==> images/met3.png <==
Drawn at 6 px/um.
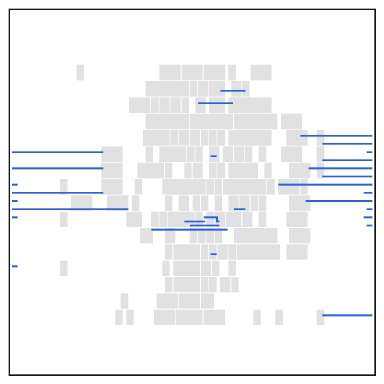
==> images/metal_stack.png <==
Drawn at 8 px/um. Two of the layers only.
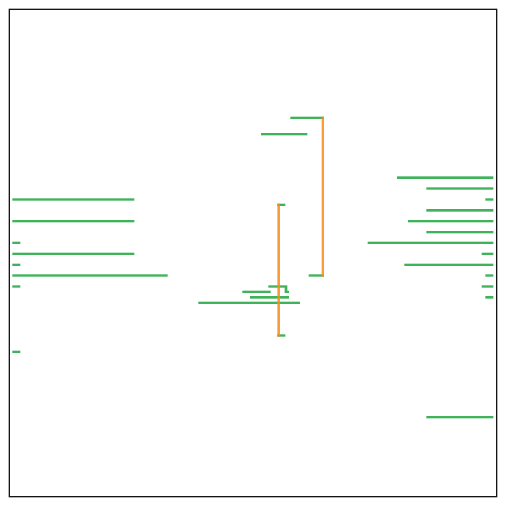
===== config.mk =====
export PLATFORM = sky130hd
export DESIGN_NAME = arm_ctrl_seq
export DESIGN_NICKNAME = d
export VERILOG_FILES = /design/src/rtl/arm_ctrl_seq.sv
export SDC_FILE = /design/constraint.sdc
export NUM_CORES = 1
export LEC_CHECK = 0
export ABC_AREA = 1
export CAP_MARGIN = 20
export CORE_MARGIN = 8
export CORE_UTILIZATION = 36
export CTS_CLUSTER_DIAMETER = 200
export DETAILED_ROUTE_END_ITERATION = 8
export PLACE_DENSITY = 0.95
export SYNTH_ARGS = -nofsm -noshare
export SYNTH_HDL_FRONTEND = slang
export SYNTH_SLANG_ARGS = --single-unit

===== constraint.sdc =====
create_clock -name clk -period 2.75 [get_ports clk]
set_input_delay 0.55 -clock clk [delete_from_list [all_inputs] [get_ports clk]]
set_output_delay 0.55 -clock clk [all_outputs]
set_load 0.005 [all_outputs]

===== src/rtl/arm_ctrl_seq.sv =====
// arm_ctrl_seq: ID-stage control unit for the ARM pipeline.
// Decodes mode/op_code/s into the execute command and the memory, write-back
// and branch controls, and holds them in an ID/EX control register that
// supports freeze and flush. With ARM_CTRL_BLOCK_XFER_EN defined, LDM/STM
// block transfers are split into one memory beat per cycle. Each beat walks
// the register list from the lowest set bit upward, and busy holds the
// front end until the sequence ends.
//
// Ports:
//   clk, rst (synchronous, active-low)
//   valid_in, mode[1:0], op_code[3:0], s, cond_pass : decoded instruction
//   block, reg_list[NREGS-1:0]                      : block-transfer request
//   freeze, flush                                   : pipeline hold / squash
//   busy                                            : sequencer occupied
//   out_valid, exe_cmd[3:0], mem_r_en, mem_w_en,
//   wb_en, b, s_out                                 : registered controls
//   xfer_reg[RIDX_W-1:0], xfer_off[OFF_W-1:0], last : current beat
//
// Build option: ARM_CTRL_BLOCK_XFER_EN enables block-transfer sequencing.
// When it is not defined, block and reg_list are ignored and busy and xfer_*
// stay at 0.
module arm_ctrl_seq #(
  parameter int unsigned NREGS  = 16,
  parameter int unsigned RIDX_W = $clog2(NREGS),
  parameter int unsigned OFF_W  = 8
) (
  input  logic              clk,
  input  logic              rst,
  input  logic              valid_in,
  input  logic [1:0]        mode,
  input  logic [3:0]        op_code,
  input  logic              s,
  input  logic              cond_pass,
  input  logic              block,
  input  logic [NREGS-1:0]  reg_list,
  input  logic              freeze,
  input  logic              flush,
  output logic              busy,
  output logic              out_valid,
  output logic [3:0]        exe_cmd,
  output logic              mem_r_en,
  output logic              mem_w_en,
  output logic              wb_en,
  output logic              b,
  output logic              s_out,
  output logic [RIDX_W-1:0] xfer_reg,
  output logic [OFF_W-1:0]  xfer_off,
  output logic              last
);

  localparam logic [3:0] CMD_BLOCK = 4'b0010;

  logic              busy_q, busy_d;
  logic              out_valid_q, out_valid_d;
  logic [3:0]        exe_cmd_q, exe_cmd_d;
  logic              mem_r_en_q, mem_r_en_d;
  logic              mem_w_en_q, mem_w_en_d;
  logic              wb_en_q, wb_en_d;
  logic              b_q, b_d;
  logic              s_out_q, s_out_d;
  logic [RIDX_W-1:0] xfer_reg_q, xfer_reg_d;
  logic [OFF_W-1:0]  xfer_off_q, xfer_off_d;
  logic              last_q, last_d;

`ifdef ARM_CTRL_BLOCK_XFER_EN
  typedef enum logic [0:0] {S_IDLE, S_BLOCK} state_e;
  state_e            state_q, state_d;
  logic [NREGS-1:0]  rem_q, rem_d;
  logic [RIDX_W-1:0] k_q, k_d;
  logic              blk_l_q, blk_l_d;

  // Index of the lowest set bit of v.
  function automatic logic [RIDX_W-1:0] lsb_idx(input logic [NREGS-1:0] v);
    logic [RIDX_W-1:0] r;
    r = '0;
    for (int i = int'(NREGS) - 1; i >= 0; i--) begin
      if (v[i]) r = RIDX_W'(i);
    end
    return r;
  endfunction
`else
  logic unused_blk;
  assign unused_blk = block ^ (^reg_list);
`endif

  // Combinational decode of the presented instruction.
  logic [3:0] dec_cmd;
  logic       dec_mr, dec_mw, dec_wb, dec_b, dec_s, dec_cmp_tst;
  always_comb begin
    dec_cmd = 4'b0000;
    if (mode == 2'b00 || mode == 2'b01) begin
      case (op_code)
        4'b1101: dec_cmd = 4'b0001;
        4'b1111: dec_cmd = 4'b1001;
        4'b0100: dec_cmd = 4'b0010;
        4'b0101: dec_cmd = 4'b0011;
        4'b0010: dec_cmd = 4'b0100;
        4'b0110: dec_cmd = 4'b0101;
        4'b0000: dec_cmd = 4'b0110;
        4'b1100: dec_cmd = 4'b0111;
        4'b0001: dec_cmd = 4'b1000;
        4'b1010: dec_cmd = 4'b0100;
        4'b1000: dec_cmd = 4'b0110;
        default: dec_cmd = 4'b0000;
      endcase
    end
    dec_cmp_tst = (op_code == 4'b1010) || (op_code == 4'b1000);
    dec_b  = (mode == 2'b10);
    dec_mr = (mode == 2'b01) && s;
    dec_mw = (mode == 2'b01) && !s;
    if (mode == 2'b01 || mode == 2'b10) dec_s = 1'b0;
    else if (dec_cmp_tst)               dec_s = 1'b1;
    else                                dec_s = s;
    dec_wb = !(dec_b || dec_mw || (mode == 2'b00 && dec_cmp_tst));
  end

  // Next-state: hold by default; any non-frozen (or flushed) edge reloads the
  // control register, starting from a bubble and overriding as needed.
  always_comb begin
    busy_d      = busy_q;
    out_valid_d = out_valid_q;
    exe_cmd_d   = exe_cmd_q;
    mem_r_en_d  = mem_r_en_q;
    mem_w_en_d  = mem_w_en_q;
    wb_en_d     = wb_en_q;
    b_d         = b_q;
    s_out_d     = s_out_q;
    xfer_reg_d  = xfer_reg_q;
    xfer_off_d  = xfer_off_q;
    last_d      = last_q;
`ifdef ARM_CTRL_BLOCK_XFER_EN
    state_d = state_q;
    rem_d   = rem_q;
    k_d     = k_q;
    blk_l_d = blk_l_q;
`endif
    if (flush || !freeze) begin
      out_valid_d = 1'b0;
      exe_cmd_d   = 4'b0000;
      mem_r_en_d  = 1'b0;
      mem_w_en_d  = 1'b0;
      wb_en_d     = 1'b0;
      b_d         = 1'b0;
      s_out_d     = 1'b0;
      xfer_reg_d  = '0;
      xfer_off_d  = '0;
      last_d      = 1'b0;
`ifdef ARM_CTRL_BLOCK_XFER_EN
      if (flush) begin
        state_d = S_IDLE;
        rem_d   = '0;
        k_d     = '0;
      end else if (state_q == S_BLOCK) begin
        // Mid-sequence beat: inputs ignored, direction from the latched L bit.
        out_valid_d = 1'b1;
        exe_cmd_d   = CMD_BLOCK;
        mem_r_en_d  = blk_l_q;
        wb_en_d     = blk_l_q;
        mem_w_en_d  = !blk_l_q;
        xfer_reg_d  = lsb_idx(rem_q);
        xfer_off_d  = OFF_W'({k_q, 2'b00});
        rem_d       = rem_q & (rem_q - NREGS'(1));
        k_d         = k_q + RIDX_W'(1);
        if (rem_d == '0) begin
          last_d  = 1'b1;
          state_d = S_IDLE;
          k_d     = '0;
        end
      end else if (valid_in && cond_pass) begin
        if (mode == 2'b01 && block) begin
          if (reg_list != '0) begin
            out_valid_d = 1'b1;
            exe_cmd_d   = CMD_BLOCK;
            mem_r_en_d  = s;
            wb_en_d     = s;
            mem_w_en_d  = !s;
            xfer_reg_d  = lsb_idx(reg_list);
            blk_l_d     = s;
            rem_d       = reg_list & (reg_list - NREGS'(1));
            if (rem_d == '0) begin
              last_d = 1'b1;
            end else begin
              k_d     = RIDX_W'(1);
              state_d = S_BLOCK;
            end
          end
        end else begin
          out_valid_d = 1'b1;
          exe_cmd_d   = dec_cmd;
          mem_r_en_d  = dec_mr;
          mem_w_en_d  = dec_mw;
          wb_en_d     = dec_wb;
          b_d         = dec_b;
          s_out_d     = dec_s;
          last_d      = 1'b1;
        end
      end
`else
      if (!flush && valid_in && cond_pass) begin
        out_valid_d = 1'b1;
        exe_cmd_d   = dec_cmd;
        mem_r_en_d  = dec_mr;
        mem_w_en_d  = dec_mw;
        wb_en_d     = dec_wb;
        b_d         = dec_b;
        s_out_d     = dec_s;
        last_d      = 1'b1;
      end
`endif
    end
`ifdef ARM_CTRL_BLOCK_XFER_EN
    busy_d = (state_d == S_BLOCK);
`else
    busy_d = 1'b0;
`endif
  end

  // Control register and sequencer state.
  always_ff @(posedge clk) begin
    if (!rst) begin
      busy_q      <= 1'b0;
      out_valid_q <= 1'b0;
      exe_cmd_q   <= 4'b0000;
      mem_r_en_q  <= 1'b0;
      mem_w_en_q  <= 1'b0;
      wb_en_q     <= 1'b0;
      b_q         <= 1'b0;
      s_out_q     <= 1'b0;
      xfer_reg_q  <= '0;
      xfer_off_q  <= '0;
      last_q      <= 1'b0;
`ifdef ARM_CTRL_BLOCK_XFER_EN
      state_q <= S_IDLE;
      rem_q   <= '0;
      k_q     <= '0;
      blk_l_q <= 1'b0;
`endif
    end else begin
      busy_q      <= busy_d;
      out_valid_q <= out_valid_d;
      exe_cmd_q   <= exe_cmd_d;
      mem_r_en_q  <= mem_r_en_d;
      mem_w_en_q  <= mem_w_en_d;
      wb_en_q     <= wb_en_d;
      b_q         <= b_d;
      s_out_q     <= s_out_d;
      xfer_reg_q  <= xfer_reg_d;
      xfer_off_q  <= xfer_off_d;
      last_q      <= last_d;
`ifdef ARM_CTRL_BLOCK_XFER_EN
      state_q <= state_d;
      rem_q   <= rem_d;
      k_q     <= k_d;
      blk_l_q <= blk_l_d;
`endif
    end
  end

  assign busy      = busy_q;
  assign out_valid = out_valid_q;
  assign exe_cmd   = exe_cmd_q;
  assign mem_r_en  = mem_r_en_q;
  assign mem_w_en  = mem_w_en_q;
  assign wb_en     = wb_en_q;
  assign b         = b_q;
  assign s_out     = s_out_q;
  assign xfer_reg  = xfer_reg_q;
  assign xfer_off  = xfer_off_q;
  assign last      = last_q;

endmodule


==> summary.txt <==
Outcome: complete, no violations
Max-Cap Viols: 0
Tool warnings: 49
Final nets: 171
RSZ-0062 raised after global routing: no
Cell Type Count: 16
Final Hold Slack: 0.465 ns
Yosys top cell area share: 0.278
Clock share of power: 0.383
Most frequent cells in the layout: 25 x nand2_1, 23 x clkdlybuf4s50_1, 14 x inv_1
CTS sink cnt: 10
Vias in the first global route: 660
Setup CP Type: reg2out
Most used logic cell in the final layout: nand2_1
Initial core utilization: 0.375
Hold buffer count at cts: 0
Critical Path Stages: 1
Mapped Area: 721 sq um
Internal power: 0.000255 W
Initial antenna violation count: 0
FF-to-FF Start: exe_cmd[1]
Sequential power share: 0.430
Post-route DRC violation count: 0
Mapped Cells: 107
R2r worst-path depth: 3
Largest net degree at the start of global routing: 11
Setup crit end kind: output port
Routed Antenna Nets: 0
Dpl cells: 155
Io pins: 54
Ys flops: 10
YS chip area: 721 sq um
Synth area leader: dfxtp_1
Die width: 60.7 um
Clock skew: 0 ns
Placer congestion estimate: 0.746
Critical Path Fanout Max: 3
Top delay family on crit path: buffers and inverters
Period minus WS final: 1.68 ns
Critical path's slowest cell: clkdlybuf4s50_1
Mapped Avg Cell Area: 6.74 sq um
Max Clk Rate: 0.597 GHz
H-tree lvl count: 1
Worst Path Arrival: 1.13 ns
Clk pin slew, worst setup/hold paths: 0.06 ns
Share of cells above drive strength 1: 0.0530
Final setup viols: 0
Switching share of power: 0.252
Insertion Delay late pin: 0.26 ns
Combinational power share: 0.187
Clock Tree Root: clkbuf_4
Worst setup endpoint: out_valid
Critical path startpoint: last
Period utilisation layout: 0.609
## Picture notes: met3.png
The layer holds 11% of the routed length. The layer carries 187 um of wire. The longest straight run is 19.1 um.
GR Util met3: 0.0318
detailed-route via count: 689

## Picture notes: metal_stack.png
Key: green = met3 [wire length 187 um]; orange = met4 [wire length 36.0 um]
Total Routing Usage GR: 0.0898
final wirelength: 1710 um
wire length per cell: 10.7 um

==> flip-flops by register name, summed over array words and instances, names as in the netlist <==
name and cells:
exe_cmd 4, b 1, last 1, mem_r_en 1, mem_w_en 1, s_out 1, wb_en 1
==> synthesized netlist by cell type <==
| library cell | n |
|---|---|
| a21oi_1 | 11 |
| buf_4 | 14 |
| conb_1 | 1 |
| nand2_2 | 1 |
| nand3_1 | 6 |
| dfxtp_1 | 10 |
| clkinv_1 | 1 |
| ha_1 | 8 |
| nand2_1 | 25 |
| o21ai_1 | 1 |
| nor2_1 | 10 |
| nor3b_1 | 1 |
| nor2_2 | 1 |
| o21ai_0 | 2 |
| inv_2 | 1 |
| inv_1 | 14 |
==> final cells by class <==
class                      instances  area (sq um)
fill                             193           961
clock buffer                       4          36.3
sequential                        10           200
multi-input combinational         79           400
timing repair buffer              23           230
inverter                          16          60.1
tap                               27          33.8
==> layer usage <==
metal	wire, um	share of wire	vias up
met5	0	0	-
met1	657	0.38	300
met2	826	0.48	35
met3	187	0.11	4
met4	36	0.021	0
li1	-	-	350
==> worst reg2reg max path, stage by stage, from the launching register on <==
cell     delay (ns)
dfxtp_1        0.34
nor3b_1        0.19
nor2_1         0.07
nor2_1         0.07
==> how the worst min path moves through the flow <==
stage	startpoint	slack, ns	end	cells past startpoint
global route	s_out	0.48	s_out	2
detailed placement	s_out	0.46	s_out	2
floorplan	b	0.46	b	2
global placement	exe_cmd[3]	0.45	exe_cmd[3]	2
CTS	s_out	0.47	s_out	2
finish	s_out	0.46	s_out	2
==> cell families after synthesis <==
family / count (synthesis) / share of synthesized area
and+or+nand+nor: 44 / 0.252
buffers and inverters: 30 / 0.229
AOI/OAI and AO/OA: 14 / 0.0972
DFF: 10 / 0.278
adders and majority gates: 8 / 0.139
other: 1 / 0.00520
==> power groups by stage <==
stage | combinational, W | clock (W) | sequential [W]
4_1_cts | 0.0000624 | 0.000132 | 0.000147
5_1_grt | 0.0000711 | 0.000138 | 0.000147
3_5_place_dp | 0.0000618 | 0 | 0.000150
6_report | 0.0000636 | 0.000131 | 0.000147
2_1_floorplan | 0.0000446 | 0 | 0.000150
3_3_place_gp | 0.0000581 | 0 | 0.000150
==> per-stage QoR <==
stage / area, sq um / setup WS (ns) / utilization
6_report: 961 / 1.07 / 0.500
3_5_place_dp: 925 / 0.848 / 0.481
2_1_floorplan: 766 / 1.48 / -
4_1_cts: 961 / 1.05 / 0.500
3_3_place_gp: 925 / 0.906 / 0.481
5_1_grt: 961 / 1.02 / 0.500
No activity file was given, so power comes from the tool's default toggle rates.
